**config.mk**
```make
export PLATFORM = sky130hd
export DESIGN_NAME = decoder_2to4_flat
export DESIGN_NICKNAME = d
export VERILOG_FILES = /design/src/rtl/decoder_pkg.sv /design/src/rtl/decoder_2to4_if.sv /design/src/rtl/decoder_hit_counter.sv /design/src/rtl/decoder_2to4.sv /design/src/flat_wrapper.sv
export SDC_FILE = /design/constraint.sdc
export NUM_CORES = 1
export LEC_CHECK = 0
export CORE_ASPECT_RATIO = 0.7
export CORE_MARGIN = 2
export CORE_UTILIZATION = 33
export CTS_BUF_LIST = sky130_fd_sc_hd__clkbuf_4 sky130_fd_sc_hd__clkbuf_8
export CTS_CLUSTER_DIAMETER = 50
export DETAILED_ROUTE_END_ITERATION = 10
export HOLD_SLACK_MARGIN = 0.1
export SLEW_MARGIN = 40
export SYNTH_ARGS = -nofsm -noshare
export SYNTH_HDL_FRONTEND = slang
export SYNTH_SLANG_ARGS = --single-unit
```
**constraint.sdc**
```tcl
create_clock -name clk -period 2 [get_ports clk]
set_input_delay 0.4 -clock clk [delete_from_list [all_inputs] [get_ports clk]]
set_output_delay 0.4 -clock clk [all_outputs]
set_load 0.02 [all_outputs]
```
**src/rtl/decoder_pkg.sv**
```systemverilog
// -----------------------------------------------------------------------------
// decoder_pkg
// Shared constants and the single decode function used by both the
// combinational outputs and the registered one-hot copy, so the two paths can
// never disagree about which output belongs to which select code.
//   SEL_W   : width of the binary select code
//   N_OUT   : number of decoded outputs
//   onehot4 : 2-bit select -> 4-bit one-hot (bit i high when sel == i)
// -----------------------------------------------------------------------------
package decoder_pkg;

    localparam int SEL_W = 2;
    localparam int N_OUT = 4;

    // Every 0/1 select value is enumerated, so synthesis sees a full one-hot
    // decode; the default branch is only reachable in simulation when sel
    // carries X/Z, and then it propagates X to every output.
    function automatic logic [N_OUT-1:0] onehot4(input logic [SEL_W-1:0] sel);
        case (sel)
            2'b00:   return 4'b0001;
            2'b01:   return 4'b0010;
            2'b10:   return 4'b0100;
            2'b11:   return 4'b1000;
            default: return 4'bxxxx;
        endcase
    endfunction

endpackage

```
**src/rtl/decoder_2to4_if.sv**
```systemverilog
// -----------------------------------------------------------------------------
// decoder_2to4_if
// Bundle of the select input and all decoder outputs.
//   sel     : binary select code (driven by master)
//   y0..y3  : combinational one-hot decode of sel
//   y_q     : registered one-hot decode, bit i mirrors yi one cycle later
//   sel_chg : one-cycle pulse when the registered select changed value
//   hit_cnt : packed saturating per-output hit counters, CNT_W bits each
// master = the block driving sel, slave = the decoder.
// -----------------------------------------------------------------------------
interface decoder_2to4_if #(
    parameter int CNT_W = 8
);
    import decoder_pkg::*;

    logic [SEL_W-1:0]       sel;
    logic                   y0;
    logic                   y1;
    logic                   y2;
    logic                   y3;
    logic [N_OUT-1:0]       y_q;
    logic                   sel_chg;
    logic [N_OUT*CNT_W-1:0] hit_cnt;

    modport master (
        output sel,
        input  y0, y1, y2, y3, y_q, sel_chg, hit_cnt
    );

    modport slave (
        input  sel,
        output y0, y1, y2, y3, y_q, sel_chg, hit_cnt
    );

endinterface

```
**src/rtl/decoder_hit_counter.sv**
```systemverilog
// -----------------------------------------------------------------------------
// decoder_hit_counter
// Saturating up-counter: increments by one on each clock with inc high and
// sticks at all-ones instead of wrapping.
//   clk   : rising-edge clock
//   rst   : synchronous active-high reset, clears the count
//   inc   : increment request for this cycle
//   count : current count value
// -----------------------------------------------------------------------------
module decoder_hit_counter #(
    parameter int CNT_W = 8
) (
    input  logic             clk,
    input  logic             rst,
    input  logic             inc,
    output logic [CNT_W-1:0] count
);

    localparam logic [CNT_W-1:0] CNT_MAX = '1;

    logic [CNT_W-1:0] r_count;

    always_ff @(posedge clk) begin
        if (rst) begin
            r_count <= '0;
        end else if (inc && (r_count != CNT_MAX)) begin
            r_count <= r_count + 1'b1;
        end
    end

    assign count = r_count;

endmodule

```
**src/rtl/decoder_2to4.sv**
```systemverilog
// -----------------------------------------------------------------------------
// decoder_2to4
// 2-to-4 one-hot decoder with a registered copy of the decode, a select-change
// pulse and per-output saturating hit counters.
//   clk     : rising-edge clock for all registered logic
//   rst     : synchronous active-high reset (does not touch y0..y3)
//   bus     : slave side of decoder_2to4_if (sel in; y0..y3, y_q, sel_chg,
//             hit_cnt out)
// Parameters:
//   CNT_W   : width of each hit counter (must match the interface's CNT_W)
//   REG_OUT : 1 = drive registered y_q, 0 = y_q tied low
// -----------------------------------------------------------------------------
module decoder_2to4
    import decoder_pkg::*;
#(
    parameter int CNT_W   = 8,
    parameter bit REG_OUT = 1'b1
) (
    input  logic           clk,
    input  logic           rst,
    decoder_2to4_if.slave  bus
);

    logic [N_OUT-1:0]       w_y;
    logic [N_OUT*CNT_W-1:0] w_hit_cnt;

    logic [SEL_W-1:0]       r_sel_q;
    logic                   r_first;
    logic                   r_sel_chg;

    // Combinational decode: zero latency, independent of clk and rst.
    assign w_y    = onehot4(bus.sel);
    assign bus.y0 = w_y[0];
    assign bus.y1 = w_y[1];
    assign bus.y2 = w_y[2];
    assign bus.y3 = w_y[3];

    // Select capture and change detection. The pulse is registered together
    // with the new sel_q, so it is high for the cycle right after sel_q moved.
    // r_first masks the comparison against the reset value of sel_q, so the
    // first capture after reset never reports a change.
    always_ff @(posedge clk) begin
        if (rst) begin
            r_sel_q   <= '0;
            r_first   <= 1'b1;
            r_sel_chg <= 1'b0;
        end else begin
            r_sel_q   <= bus.sel;
            r_first   <= 1'b0;
            r_sel_chg <= !r_first && (bus.sel != r_sel_q);
        end
    end

    assign bus.sel_chg = r_sel_chg;

    generate
        if (REG_OUT) begin : gen_reg_out
            logic [N_OUT-1:0] r_y_q;

            always_ff @(posedge clk) begin
                if (rst) begin
                    r_y_q <= '0;
                end else begin
                    r_y_q <= onehot4(bus.sel);
                end
            end

            assign bus.y_q = r_y_q;
        end else begin : gen_no_reg_out
            assign bus.y_q = '0;
        end
    endgenerate

    // One counter per output, bumped in every cycle its output is selected.
    genvar gi;
    generate
        for (gi = 0; gi < N_OUT; gi++) begin : gen_hit_cnt
            decoder_hit_counter #(
                .CNT_W (CNT_W)
            ) u_hit_counter (
                .clk   (clk),
                .rst   (rst),
                .inc   (w_y[gi]),
                .count (w_hit_cnt[gi*CNT_W +: CNT_W])
            );
        end
    endgenerate

    assign bus.hit_cnt = w_hit_cnt;

endmodule

```
**src/flat_wrapper.sv**
```systemverilog
// flat-port wrapper written by rule: the top's interface ports become plain ports
module decoder_2to4_flat import decoder_pkg::*;
#(
    parameter int CNT_W   = 8,
    parameter bit REG_OUT = 1'b1
)
  (clk, rst, bus_sel, bus_y0, bus_y1, bus_y2, bus_y3, bus_y_q, bus_sel_chg, bus_hit_cnt);
  decoder_2to4_if #(.CNT_W(CNT_W)) bus_i ();
  input  logic clk;
  input  logic rst;
  input wire logic [$bits(bus_i.sel)-1:0] bus_sel;
  output wire logic [$bits(bus_i.y0)-1:0] bus_y0;
  output wire logic [$bits(bus_i.y1)-1:0] bus_y1;
  output wire logic [$bits(bus_i.y2)-1:0] bus_y2;
  output wire logic [$bits(bus_i.y3)-1:0] bus_y3;
  output wire logic [$bits(bus_i.y_q)-1:0] bus_y_q;
  output wire logic [$bits(bus_i.sel_chg)-1:0] bus_sel_chg;
  output wire logic [$bits(bus_i.hit_cnt)-1:0] bus_hit_cnt;
  assign bus_i.sel = bus_sel;
  assign bus_y0 = bus_i.y0;
  assign bus_y1 = bus_i.y1;
  assign bus_y2 = bus_i.y2;
  assign bus_y3 = bus_i.y3;
  assign bus_y_q = bus_i.y_q;
  assign bus_sel_chg = bus_i.sel_chg;
  assign bus_hit_cnt = bus_i.hit_cnt;
  decoder_2to4 #(.CNT_W(CNT_W), .REG_OUT(REG_OUT)) u_core (.clk(clk), .rst(rst), .bus(bus_i));
endmodule
```
met1.png
Drawn at 4 px/micron. Supply wires on this layer in grey.
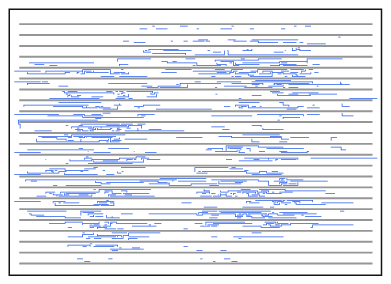
main direction: horizontal
share of all routed wire: 55%
wire length on this layer: 2220 microns
longest straight run: 37.7 microns

met2.png
Drawn at 3 px/micron. Cells faint in the background.
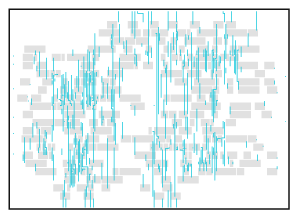
longest straight run: 34.3 microns
share of all routed wire: 39%
wire length on this layer: 1590 microns
nets with wire on the layer: 198
main direction: vertical
vias after detailed routing: 1618
met2 Track Usage GR: 20.1%
detailed-route wire length: 4.05 mm

met3.png
Drawn at 4 px/micron.
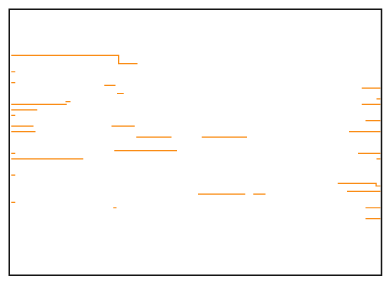
wire length on this layer: 198 microns
nets with wire on the layer: 28
longest straight run: 26.7 microns
share of all routed wire: 4.9%
main direction: horizontal

[registers in the layout (all words and copies together) (netlist names)]
register and flops:
u_core.bus.y_q 4, u_core.r_sel_q 2, u_core.bus.sel_chg 1, u_core.r_first 1
u_core.gen_hit_cnt.u_hit_counter.count 32
[kinds of logic after synthesis]
logic type | synth area share [%]
fa+ha+maj | 2.75
xor+xnor | 3.37
buf+inv | 3.23
flops | 44.0
simple gates | 28.2
compound gates | 13.4
mux | 5.09
[power by group through the flow]
stage,Combinational [mW],Sequential (mW),Clock [mW]
6_report,0.148,0.829,0.555
5_1_grt,0.165,0.833,0.618
4_1_cts,0.150,0.829,0.585
3_5_place_dp,0.154,0.848,0
3_3_place_gp,0.152,0.849,0
2_1_floorplan,0.0651,0.865,0
[final cells by class]
type	instances	area [sq um]	share of cell area, %
inverter	4	15.0	0.597
sequential	40	801	31.8
tap	72	90.1	3.58
clock buffer	6	82.6	3.28
clock inverter	2	10.0	0.398
timing repair buffer	59	559	22.2
multi-input combinational	150	958	38.1
[Yosys cell counts, types with 5 or more instances]
cell type,count,area (sq um)
sky130_fd_sc_hd__a211oi_1,5,37.5
sky130_fd_sc_hd__and3_1,7,43.8
sky130_fd_sc_hd__nand4_1,7,43.8
sky130_fd_sc_hd__dfxtp_1,40,801
sky130_fd_sc_hd__nand2_1,7,26.3
sky130_fd_sc_hd__nor2b_1,6,37.5
sky130_fd_sc_hd__mux2i_1,7,70.1
sky130_fd_sc_hd__a21oi_1,8,40.0
sky130_fd_sc_hd__a31oi_1,8,50.1
sky130_fd_sc_hd__nor3_1,14,70.1
sky130_fd_sc_hd__nand3_1,11,55.1
sky130_fd_sc_hd__nor2_1,25,93.8
sky130_fd_sc_hd__o21ai_0,5,25.0
==> notes.md <==
This memo summarizes the results of the implementation run.

Placed design
The last weighted congestion value of the routability-driven placer is 0.844. Detailed placement finished with a half-perimeter wire length of 2.83 mm. The instance area at placement is roughly 2400 sq um. After detailed placement, the design holds a cell count of 325. The total of buffers placed on input and output ports is 44.

Timing analysis after detailed placement gives a worst setup slack of -0.263 ns.

CTS
The buffers inserted during post-CTS setup optimization is 0. Buffers inserted during clock tree synthesis total 5. Counting every sink on the clock net gives 40.

The clock input transition at the sequential cells of the worst setup and hold paths is 0.07 ns. The clock reaches the later pin of the worst-skew pair after 0.29 ns. For this design, the CTS-stage hold fixing added 0 buffers.

Counting along the longest clock path gives a buffer depth of 2. In this run the clock root is driven by a sky130_fd_sc_hd__clkbuf_8. The H-tree was split into 2 levels.

The CTS tree is done. The cell resize tally after clock tree synthesis is 5.

Global routing
The aggregate global routing overflow is 0. On met3, the global router reports a usage of 3.99%. After global routing, the most crowded layer is met1. The number of global-route vias before repair is 1493. Global routing consumed, on the met1 layer, 21.4% of the routing resources. The global-route wire length before repair is around 7 mm. The overall track demand over capacity in global routing is between 10% and 20%. Entering global routing, the biggest net connects 41 pins. The initial antenna violation count is 0.

Synthesis
Sequential cells were found to cover 44.0% of the synthesized design area. The number of standard cells reported by yosys is 202. The number of nets handed over by synthesis was 210. The post-synthesis cell type count is around 40.

In the synthesized netlist the dominant register cell turns out to be sky130_fd_sc_hd__dfxtp_1. Yosys reported a register bit count of 40. The number of enable flip-flop cells is 0. In this run the mean area of a mapped cell was roughly 9.0 sq um.

The mapped netlist covers about 1800 sq um. The cell count after synthesis came out at 202. The count of warnings emitted by yosys is 0. In the synthesized netlist the async set-or-reset flop fraction comes to 0%. The yosys synthesis chip area is ~1800 sq um.

Setup path
The number of cells on the worst reg-to-reg path is 5. The origin of the critical flop-to-flop path is u_core.gen_hit_cnt[1].u_hit_counter.count[0]. The type of destination of the critical path is a primary output.

The data required time of the worst path is approximately 1.6 ns. The largest delay contributor family on the critical path is buffers and inverters. The arrival time of data at the worst endpoint is listed as approximately 1.5 ns.

The cell with the largest stage delay on the worst path is sky130_fd_sc_hd__clkdlybuf4s50_1. The critical path class is primary input to primary output. The setup slack of the worst register-to-register path is 0.41 ns. The buffers plus inverters on the worst setup path is 3. The report lists the cells along the critical path as clkdlybuf4s50_1 > buf_4 > and2b_4 > dlygate4sd2_1. The total number of cells along the worst setup path is 4. The peak fanout along the critical path is 6. The nature of the critical path startpoint is a primary input. The worst reg2reg path endpoint is u_core.gen_hit_cnt[1].u_hit_counter.count[1].

The capture point of the critical path is bus_y1. The source of the critical timing path is bus_sel[0]. Among all stages on the critical path, the maximum delay recorded is 0.45 ns.

Detailed routing
The script parses the final routing iteration and logs DRC violations as 0. The wire length per cell after detailed routing is 12.2 microns. Per the detail_route report, vias per standard cell equal 4.86. The detailed router's first-iteration violation count is 52. The met3 wirelength from detailed routing is 198 microns. The remaining antenna violation count after routing is 0. The highest metal layer carrying signal wires in the routed design is met4. The pre-antenna-repair detailed-routing pass consisted of 4 iterations. The routed metal-1 wire length is about 2.2 mm.

The detailed router reports a met2 wire length of 1.59 mm.

Final timing
Setup violations remaining at the end of the flow were counted as 0. The share of the clock period used by the worst path after layout is 95.1%. The minimum period implied by the final worst setup slack is 1.90 ns.

For the pin with the worst max-slew slack, the measured transition is 0.383 ns. On the final layout, the worst clock skew is 0.00521 ns. Setup repair after global routing left no endpoint under its margin.

The number of pins exceeding their max-slew limit in the final report is 0. For this run, the top clock speed supported by timing is 0.526 GHz. The final layout reports a setup TNS of 0 ns. In the post-route analysis, the smallest setup slack over all paths is slightly below 0.1 ns. The relative slew slack is 74.2%.

Hold is met by about 0.39 ns. The count of endpoints failing hold in the final timing report is 0.

Cells and area
The finished cells cover about 2500 sq um. In the layout the commonest cells are sky130_fd_sc_hd__dfxtp_1 (40), sky130_fd_sc_hd__clkdlybuf4s50_1 (39), sky130_fd_sc_hd__nor2_1 (25). The utilization after layout is 47.6%. The repair_antennas step left the layout with diodes totalling 0. According to the finish report, the design has a final net count of approximately 270. The fraction of layout instances using a drive strength above 1 is 11.9%.

The non-filler instance count after layout is approximately 330. In this run the layout overhead on the synthesized area is reported as 38.4%. The final layout report lists a filler cell count of 523. The top cell type in the final layout, fill and taps aside, is sky130_fd_sc_hd__dfxtp_1.

Pwr
Per the power-grid run, VDD falls by no more than 271 uV. Power comes to 1.53 mW. In the power breakdown, the internal column shows 1.16 mW. The power report attributes to the clock group a share of 36.2%. The power report attributes to the combinational group a share of approximately a tenth. The static leakage power is 0.949 nW.

In this run, flip-flops and latches consume 54.1% of the power. Per the breakdown, switching nets consume approximately a quarter of all power. The total power divided by cell area is slightly above 600 nW/um^2.

For this design the total switching power over the nets is around 0.37 mW.

Floorplanning
According to the floorplan log, the row count is 22. The number of top-level pins is 45. The area inside the core boundary is 5290 sq um. The vertical die dimension reported for this design is between 60 and 70 microns. According to the floorplan report, the die width is 92.7 microns. The chip occupies around 6000 sq um.

The core utilization at floorplan is 34.4%.

Hold path
Looking at hold timing, the worst path starts from u_core.r_first. The hold path endpoint is u_core.bus.sel_chg. The worst hold path stage count is 1. The type of the worst min-delay path is flop to flop.

Run
The number of maximum-capacitance violations is 0. Across all stage logs, warnings added up to 26.

Outcome
The flow ran to the end, and the final reports show no timing, DRC or antenna violations.
No activity file was given, so power comes from the tool's default toggle rates.
